`config.mk`:
```
export PLATFORM = sky130hd
export DESIGN_NAME = radix_lookup_table_flat
export DESIGN_NICKNAME = d
export VERILOG_FILES = /design/src/rtl/radix_lookup_table_pkg.sv /design/src/rtl/radix_lookup_table_if.sv /design/src/rtl/radix_lookup_table_lut.sv /design/src/rtl/radix_lookup_table_mux.sv /design/src/rtl/radix_lookup_table.sv /design/src/flat_wrapper.sv
export SDC_FILE = /design/constraint.sdc
export NUM_CORES = 1
export LEC_CHECK = 0
export CORE_UTILIZATION = 37
export CTS_CLUSTER_SIZE = 10
export DETAILED_ROUTE_END_ITERATION = 6
export PLACE_DENSITY_LB_ADDON = 0.05
export SLEW_MARGIN = 10
export SYNTH_ARGS = -nofsm -noshare
export SYNTH_HDL_FRONTEND = slang
export SYNTH_SLANG_ARGS = --single-unit
```
`constraint.sdc`:
```
create_clock -name clk -period 3 [get_ports clk]
set_input_delay 0.45 -clock clk [delete_from_list [all_inputs] [get_ports clk]]
set_output_delay 0.45 -clock clk [all_outputs]
set_load 0.005 [all_outputs]
```
`src/rtl/radix_lookup_table_pkg.sv`:
```
// Shared widths and constants for the radix-16 Booth digit recoder.
package radix_lookup_table_pkg;

  localparam int RADIX_W    = 5;
  localparam int DIGIT_W    = 4;
  localparam int CNT_W      = 4;
  localparam int OPND_W     = 33;
  localparam int NUM_DIGITS = 8;

  localparam logic [RADIX_W-1:0] ZERO_WIN = 5'b00000;

  typedef logic [RADIX_W-1:0] radix_t;

  // One recoded digit: sign plus magnitude 0..8.
  typedef struct packed {
    logic               sign;
    logic [DIGIT_W-1:0] mag;
  } booth_digit_t;

endpackage

```
`src/rtl/radix_lookup_table_if.sv`:
```
// Operand/digit bundle between the multiplier sequencer and the recoder.
interface radix_lookup_table_if;
  import radix_lookup_table_pkg::*;

  logic [CNT_W-1:0]   Count;
  logic [OPND_W-1:0]  B;
  logic               Sign;
  logic [DIGIT_W-1:0] Out;

  modport master (output Count, output B, input Sign, input Out);
  modport slave  (input Count, input B, output Sign, output Out);

endinterface

```
`src/rtl/radix_lookup_table_lut.sv`:
```
// Radix-16 Booth recoding table: 5-bit window -> sign + magnitude.
// Both all-zero and all-one windows map to +0 so downstream never sees -0.
module RadixLookUpTable
  import radix_lookup_table_pkg::*;
(
  input  radix_t             Radix,
  output logic               Sign,
  output logic [DIGIT_W-1:0] Out
);

  // Full 32-entry table; upper half mirrors the lower half with sign flipped.
  always_comb begin
    {Sign, Out} = 5'b0_0000;
    case (Radix)
      5'b00000: {Sign, Out} = {1'b0, 4'd0};
      5'b00001: {Sign, Out} = {1'b0, 4'd1};
      5'b00010: {Sign, Out} = {1'b0, 4'd1};
      5'b00011: {Sign, Out} = {1'b0, 4'd2};
      5'b00100: {Sign, Out} = {1'b0, 4'd2};
      5'b00101: {Sign, Out} = {1'b0, 4'd3};
      5'b00110: {Sign, Out} = {1'b0, 4'd3};
      5'b00111: {Sign, Out} = {1'b0, 4'd4};
      5'b01000: {Sign, Out} = {1'b0, 4'd4};
      5'b01001: {Sign, Out} = {1'b0, 4'd5};
      5'b01010: {Sign, Out} = {1'b0, 4'd5};
      5'b01011: {Sign, Out} = {1'b0, 4'd6};
      5'b01100: {Sign, Out} = {1'b0, 4'd6};
      5'b01101: {Sign, Out} = {1'b0, 4'd7};
      5'b01110: {Sign, Out} = {1'b0, 4'd7};
      5'b01111: {Sign, Out} = {1'b0, 4'd8};
      5'b10000: {Sign, Out} = {1'b1, 4'd8};
      5'b10001: {Sign, Out} = {1'b1, 4'd7};
      5'b10010: {Sign, Out} = {1'b1, 4'd7};
      5'b10011: {Sign, Out} = {1'b1, 4'd6};
      5'b10100: {Sign, Out} = {1'b1, 4'd6};
      5'b10101: {Sign, Out} = {1'b1, 4'd5};
      5'b10110: {Sign, Out} = {1'b1, 4'd5};
      5'b10111: {Sign, Out} = {1'b1, 4'd4};
      5'b11000: {Sign, Out} = {1'b1, 4'd4};
      5'b11001: {Sign, Out} = {1'b1, 4'd3};
      5'b11010: {Sign, Out} = {1'b1, 4'd3};
      5'b11011: {Sign, Out} = {1'b1, 4'd2};
      5'b11100: {Sign, Out} = {1'b1, 4'd2};
      5'b11101: {Sign, Out} = {1'b1, 4'd1};
      5'b11110: {Sign, Out} = {1'b1, 4'd1};
      5'b11111: {Sign, Out} = {1'b0, 4'd0};
      default:  {Sign, Out} = {1'b0, 4'd0};
    endcase
  end

endmodule

```
`src/rtl/radix_lookup_table_mux.sv`:
```
// 16-input, 5-bit wide combinational selector for the digit windows.
module Mux16to1_5bit
  import radix_lookup_table_pkg::*;
(
  input  radix_t           I0,
  input  radix_t           I1,
  input  radix_t           I2,
  input  radix_t           I3,
  input  radix_t           I4,
  input  radix_t           I5,
  input  radix_t           I6,
  input  radix_t           I7,
  input  radix_t           I8,
  input  radix_t           I9,
  input  radix_t           I10,
  input  radix_t           I11,
  input  radix_t           I12,
  input  radix_t           I13,
  input  radix_t           I14,
  input  radix_t           I15,
  input  logic [CNT_W-1:0] Sel,
  output radix_t           Y
);

  // Plain one-of-sixteen selection; every Sel value is covered.
  always_comb begin
    Y = I0;
    case (Sel)
      4'd0:  Y = I0;
      4'd1:  Y = I1;
      4'd2:  Y = I2;
      4'd3:  Y = I3;
      4'd4:  Y = I4;
      4'd5:  Y = I5;
      4'd6:  Y = I6;
      4'd7:  Y = I7;
      4'd8:  Y = I8;
      4'd9:  Y = I9;
      4'd10: Y = I10;
      4'd11: Y = I11;
      4'd12: Y = I12;
      4'd13: Y = I13;
      4'd14: Y = I14;
      4'd15: Y = I15;
      default: Y = I0;
    endcase
  end

endmodule

```
`src/rtl/radix_lookup_table.sv`:
```
// Booth digit recoder top: window select, table lookup, one output register.
module radix_lookup_table
  import radix_lookup_table_pkg::*;
(
  input logic                 clk,
  input logic                 rst,
  radix_lookup_table_if.slave bus
);

  radix_t       win [NUM_DIGITS];
  radix_t       radix;
  booth_digit_t digit;
  booth_digit_t digit_d;
  booth_digit_t digit_q;

  // Overlapping 5-bit windows stepping by 4 bits; neighbours share one bit.
  for (genvar k = 0; k < NUM_DIGITS; k++) begin : g_win
    assign win[k] = bus.B[4*k +: RADIX_W];
  end

  Mux16to1_5bit u_mux (
    .I0  (win[0]),
    .I1  (win[1]),
    .I2  (win[2]),
    .I3  (win[3]),
    .I4  (win[4]),
    .I5  (win[5]),
    .I6  (win[6]),
    .I7  (win[7]),
    .I8  (ZERO_WIN),
    .I9  (ZERO_WIN),
    .I10 (ZERO_WIN),
    .I11 (ZERO_WIN),
    .I12 (ZERO_WIN),
    .I13 (ZERO_WIN),
    .I14 (ZERO_WIN),
    .I15 (ZERO_WIN),
    .Sel (bus.Count),
    .Y   (radix)
  );

  RadixLookUpTable u_lut (
    .Radix (radix),
    .Sign  (digit.sign),
    .Out   (digit.mag)
  );

  // Next output is simply the current lookup; no other state is held.
  always_comb begin
    digit_d = digit;
  end

  // Output register, cleared synchronously while rst is high.
  always_ff @(posedge clk) begin
    if (rst) begin
      digit_q <= '0;
    end else begin
      digit_q <= digit_d;
    end
  end

  assign bus.Sign = digit_q.sign;
  assign bus.Out  = digit_q.mag;

endmodule

```
`src/flat_wrapper.sv`:
```
// flat-port wrapper written by rule: the top's interface ports become plain ports
module radix_lookup_table_flat import radix_lookup_table_pkg::*;
  (clk, rst, bus_Count, bus_B, bus_Sign, bus_Out);
  radix_lookup_table_if bus_i ();
  input logic clk;
  input logic rst;
  input wire logic [$bits(bus_i.Count)-1:0] bus_Count;
  input wire logic [$bits(bus_i.B)-1:0] bus_B;
  output wire logic [$bits(bus_i.Sign)-1:0] bus_Sign;
  output wire logic [$bits(bus_i.Out)-1:0] bus_Out;
  assign bus_i.Count = bus_Count;
  assign bus_i.B = bus_B;
  assign bus_Sign = bus_i.Sign;
  assign bus_Out = bus_i.Out;
  radix_lookup_table u_core (.clk(clk), .rst(rst), .bus(bus_i));
endmodule
```
==> reports/summary.txt <==
Post-cts hold-fix buffer tally -> 0
Reg clk slew, reported paths -> 0.05 ns
Rows -> 15
Worst setup path class -> primary input to flip-flop
Post-synth ARST share -> 0
Final ANT Viol Nets -> 0
Cells in synth_stat.txt -> 86
Final hold vios -> 0
Data arrival, critical path -> 2.88 ns
Fin crit period -> 2.694 ns
Internal power -> 215.1 µW
Most common logic cells in the final layout -> clkdlybuf4s50_1, a211oi_1, a21oi_1, buf_4
Drt first pass iters -> 4
H-tree depth -> 1
Post-CTS sizing -> 0
DP Worst Slack -> 0.07594 ns
Cells along the critical path -> clkdlybuf4s50_1, mux2i_1, a211oi_1, a21oi_1, or3_1, inv_1, ha_1, inv_1, or4_1, a21oi_1
Cells after synthesis -> 86
Largest net degree at the start of global routing -> 20
Postcts setup bufs -> 0
Max-Cap Viols -> 0
Critical-path maximum fanout -> 4
Dpl hpwl -> 1601 µm
Yosys warns -> 0
Most frequent logic cell in the layout -> clkdlybuf4s50_1
Tool warnings -> 29
CP top delay family -> simple AND/OR/NAND/NOR gates
Final WL -> 1955 µm
DRC violations left -> 0
Worst Path Buf+Inv -> 3
Final Util -> 0.6722
Slew Viols, Final -> 0
I/O pin count -> 44
Max Root-Sink Buffers -> 2
Critical Path Slowest Stage Cell -> clkdlybuf4s50_1
Clock sink count -> 5
Core footprint -> 1802 µm²
Chip area -> 2181 µm²
Main flop type -> dfxtp_1
Worst ir drop on vdd -> 0.1735 mV
Startpoint Class -> primary input
CTS tree -> yes
Via/cell ratio -> 5.287
First-pass GRT wire length -> 2960 µm
TritonCTS buffer count -> 3
Ant diodes -> 0
Switch Pwr -> 86.79 µW
Mean post-synth cell area -> 8.598 µm²
Leak -> 0.4577 nW
Post-Syn Area -> 739.5 µm²
Number of enable flip-flop cells -> 0
Flops out of synthesis -> 5
Combinational fraction of design power -> 0.486
Switching share of power -> 0.2875
GP Congestion -> 0.7927
Netlist cell types -> 39
Crit-path max cell delay -> 0.60 ns
Vias post-DR -> 830
Clk pwr share -> 0.270
RSZ-0062 raised after global routing -> false
Fin Setup TNS -> 0 ns
Achievable frequency -> 371.1 MHz
Hold Path Class -> primary input to flip-flop
Non-filler cells, final -> 157
Total Nets Final -> 176
Yosys stat chip area -> 739.5 µm²
Fin crit share -> 0.8981
Status -> finished clean
Post-DP Area -> 1185 µm²
Final setup violation count -> 0
==> synth_stat cells, types with 2 or more instances <==
master    number  area, µm²
dfxtp_1        5      100.1
mux2i_1        4      40.04
nor2_1         2      7.510
o21bai_1       2      15.01
buf_6          3      33.78
ha_1           4      50.05
nand2b_1       4      25.02
a211oi_1       7      52.55
mux4_2         3      67.56
inv_1          4      15.01
nand3b_1       3      22.52
nand2_1        5      18.77
nor3b_1        2      15.01
buf_4          3      22.52
nor3_1         3      15.01
or4_1          2      15.01
a21oi_1        6      30.03
nor2b_1        2      12.51
nor2_2         2      12.51
==> sequential cells by signal, summed over array words and instances, names as in the netlist <==
| name | cells |
|---|---|
| u_core.bus.Sign | 1 |
| u_core.bus.Out | 4 |
==> final timing paths <==
| kind | end | cells after the start | slack [ns] | start |
|---|---|---|---|---|
| worst min-delay path | u_core.bus.Out[0]$_SDFF_PP0_ | 2 | 0.83 | rst |
| worst max-delay path | u_core.bus.Out[3]$_SDFF_PP0_ | 10 | 0.31 | bus_Count[1] |
==> logic make-up (layout without fill, tap and decap cells) <==
logic type               after synthesis  in the layout  synth area share
multiplexers                           8              8            0.1607
flip-flops                             5              5            0.1354
adder cells (fa/ha/maj)                4              4           0.06768
AND-OR/OR-AND                         23             23            0.2284
buffers and inverters                 11             57            0.1032
AND/OR/NAND/NOR                       35             35            0.3046
==> power groups by stage <==
stage          clock network, mW  logic [mW]  registers (mW)
2_1_floorplan                  0      0.0718          0.0759
3_5_place_dp                   0       0.147          0.0750
3_3_place_gp                   0       0.145          0.0748
5_1_grt                   0.0872       0.159          0.0743
4_1_cts                   0.0828       0.147          0.0738
6_report                  0.0815       0.147          0.0737
==> cell type report <==
class	instances	area, µm²
repair buffers	49	475.5
inverters	4	15.01
well taps	25	31.28
multi-input cells	70	563.0
flip-flops and latches	5	100.1
fillers	155	590.6
clock buffers	4	26.28
==> per-stage QoR <==
step | hold slack [ns] | total power [mW]
3_5_place_dp | 1.082 | 0.2216
5_1_grt | 0.8549 | 0.3207
3_3_place_gp | 1.090 | 0.2195
2_1_floorplan | 0.5191 | 0.1477
6_report | 0.8272 | 0.3019
4_1_cts | 0.8263 | 0.3039
==> metal layers <==
| metal | global-route usage | wire [µm] | vias to the layer above |
|---|---|---|---|
| li1 | - | - | 421 |
| met1 | 0.2477 | 870 | 369 |
| met2 | 0.3139 | 926 | 37 |
| met3 | 0.03137 | 129 | 3 |
| met4 | 0.08571 | 29 | 0 |
| met5 | 0 | 0 | - |
sizing.png
Drawn at 10 px/µm.
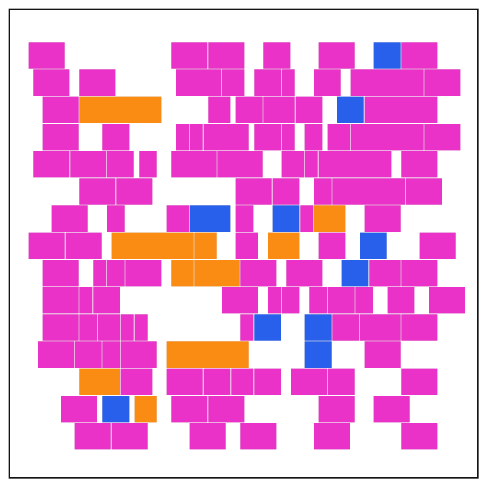
colour	size	cells	share	most used
blue	x3 and x4	10	7.6%	buf_4
magenta	x1 and smaller	112	85%	clkdlybuf4s50_1
orange	x2	10	7.6%	mux4_2
Synth-to-Final Area Change: 63.79%
Post-Layout Inst Area: 1211 µm²
setup ws final: 0.3056 ns
Non-clk bufs: 49

layers.png
Drawn at 10 px/µm. Only two layers are drawn.
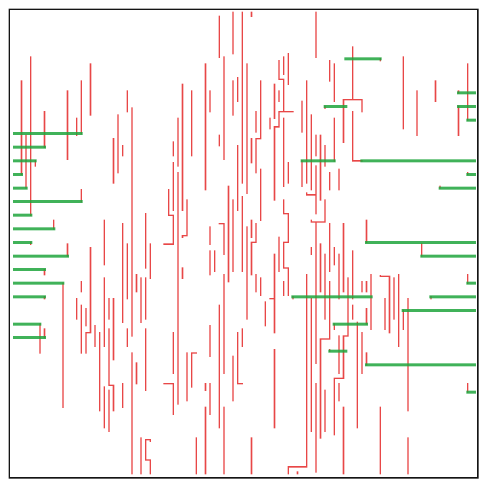
colour	layer	wire length
green	M3	130 µm
red	M2	926 µm
GRT Resource Usage Total: 0.1924
Routed WL per cell: 12.45 µm

pinout.png
Drawn at 10 px/µm. Pins as bars across the die edge, other pins in grey.
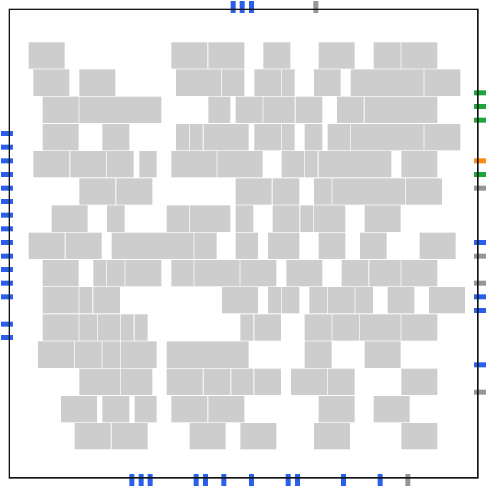
colour	port	pins	direction	edge
blue	bus_B	33	input	15 left, 11 bottom, 4 right, 3 top
orange	clk	1	input	right
green	bus_Out	4	output	right
IO Port Bufs: 43
die width: 46.71 µm
Die Ht: 46.71 µm

Power and IR drop assume default switching activity.
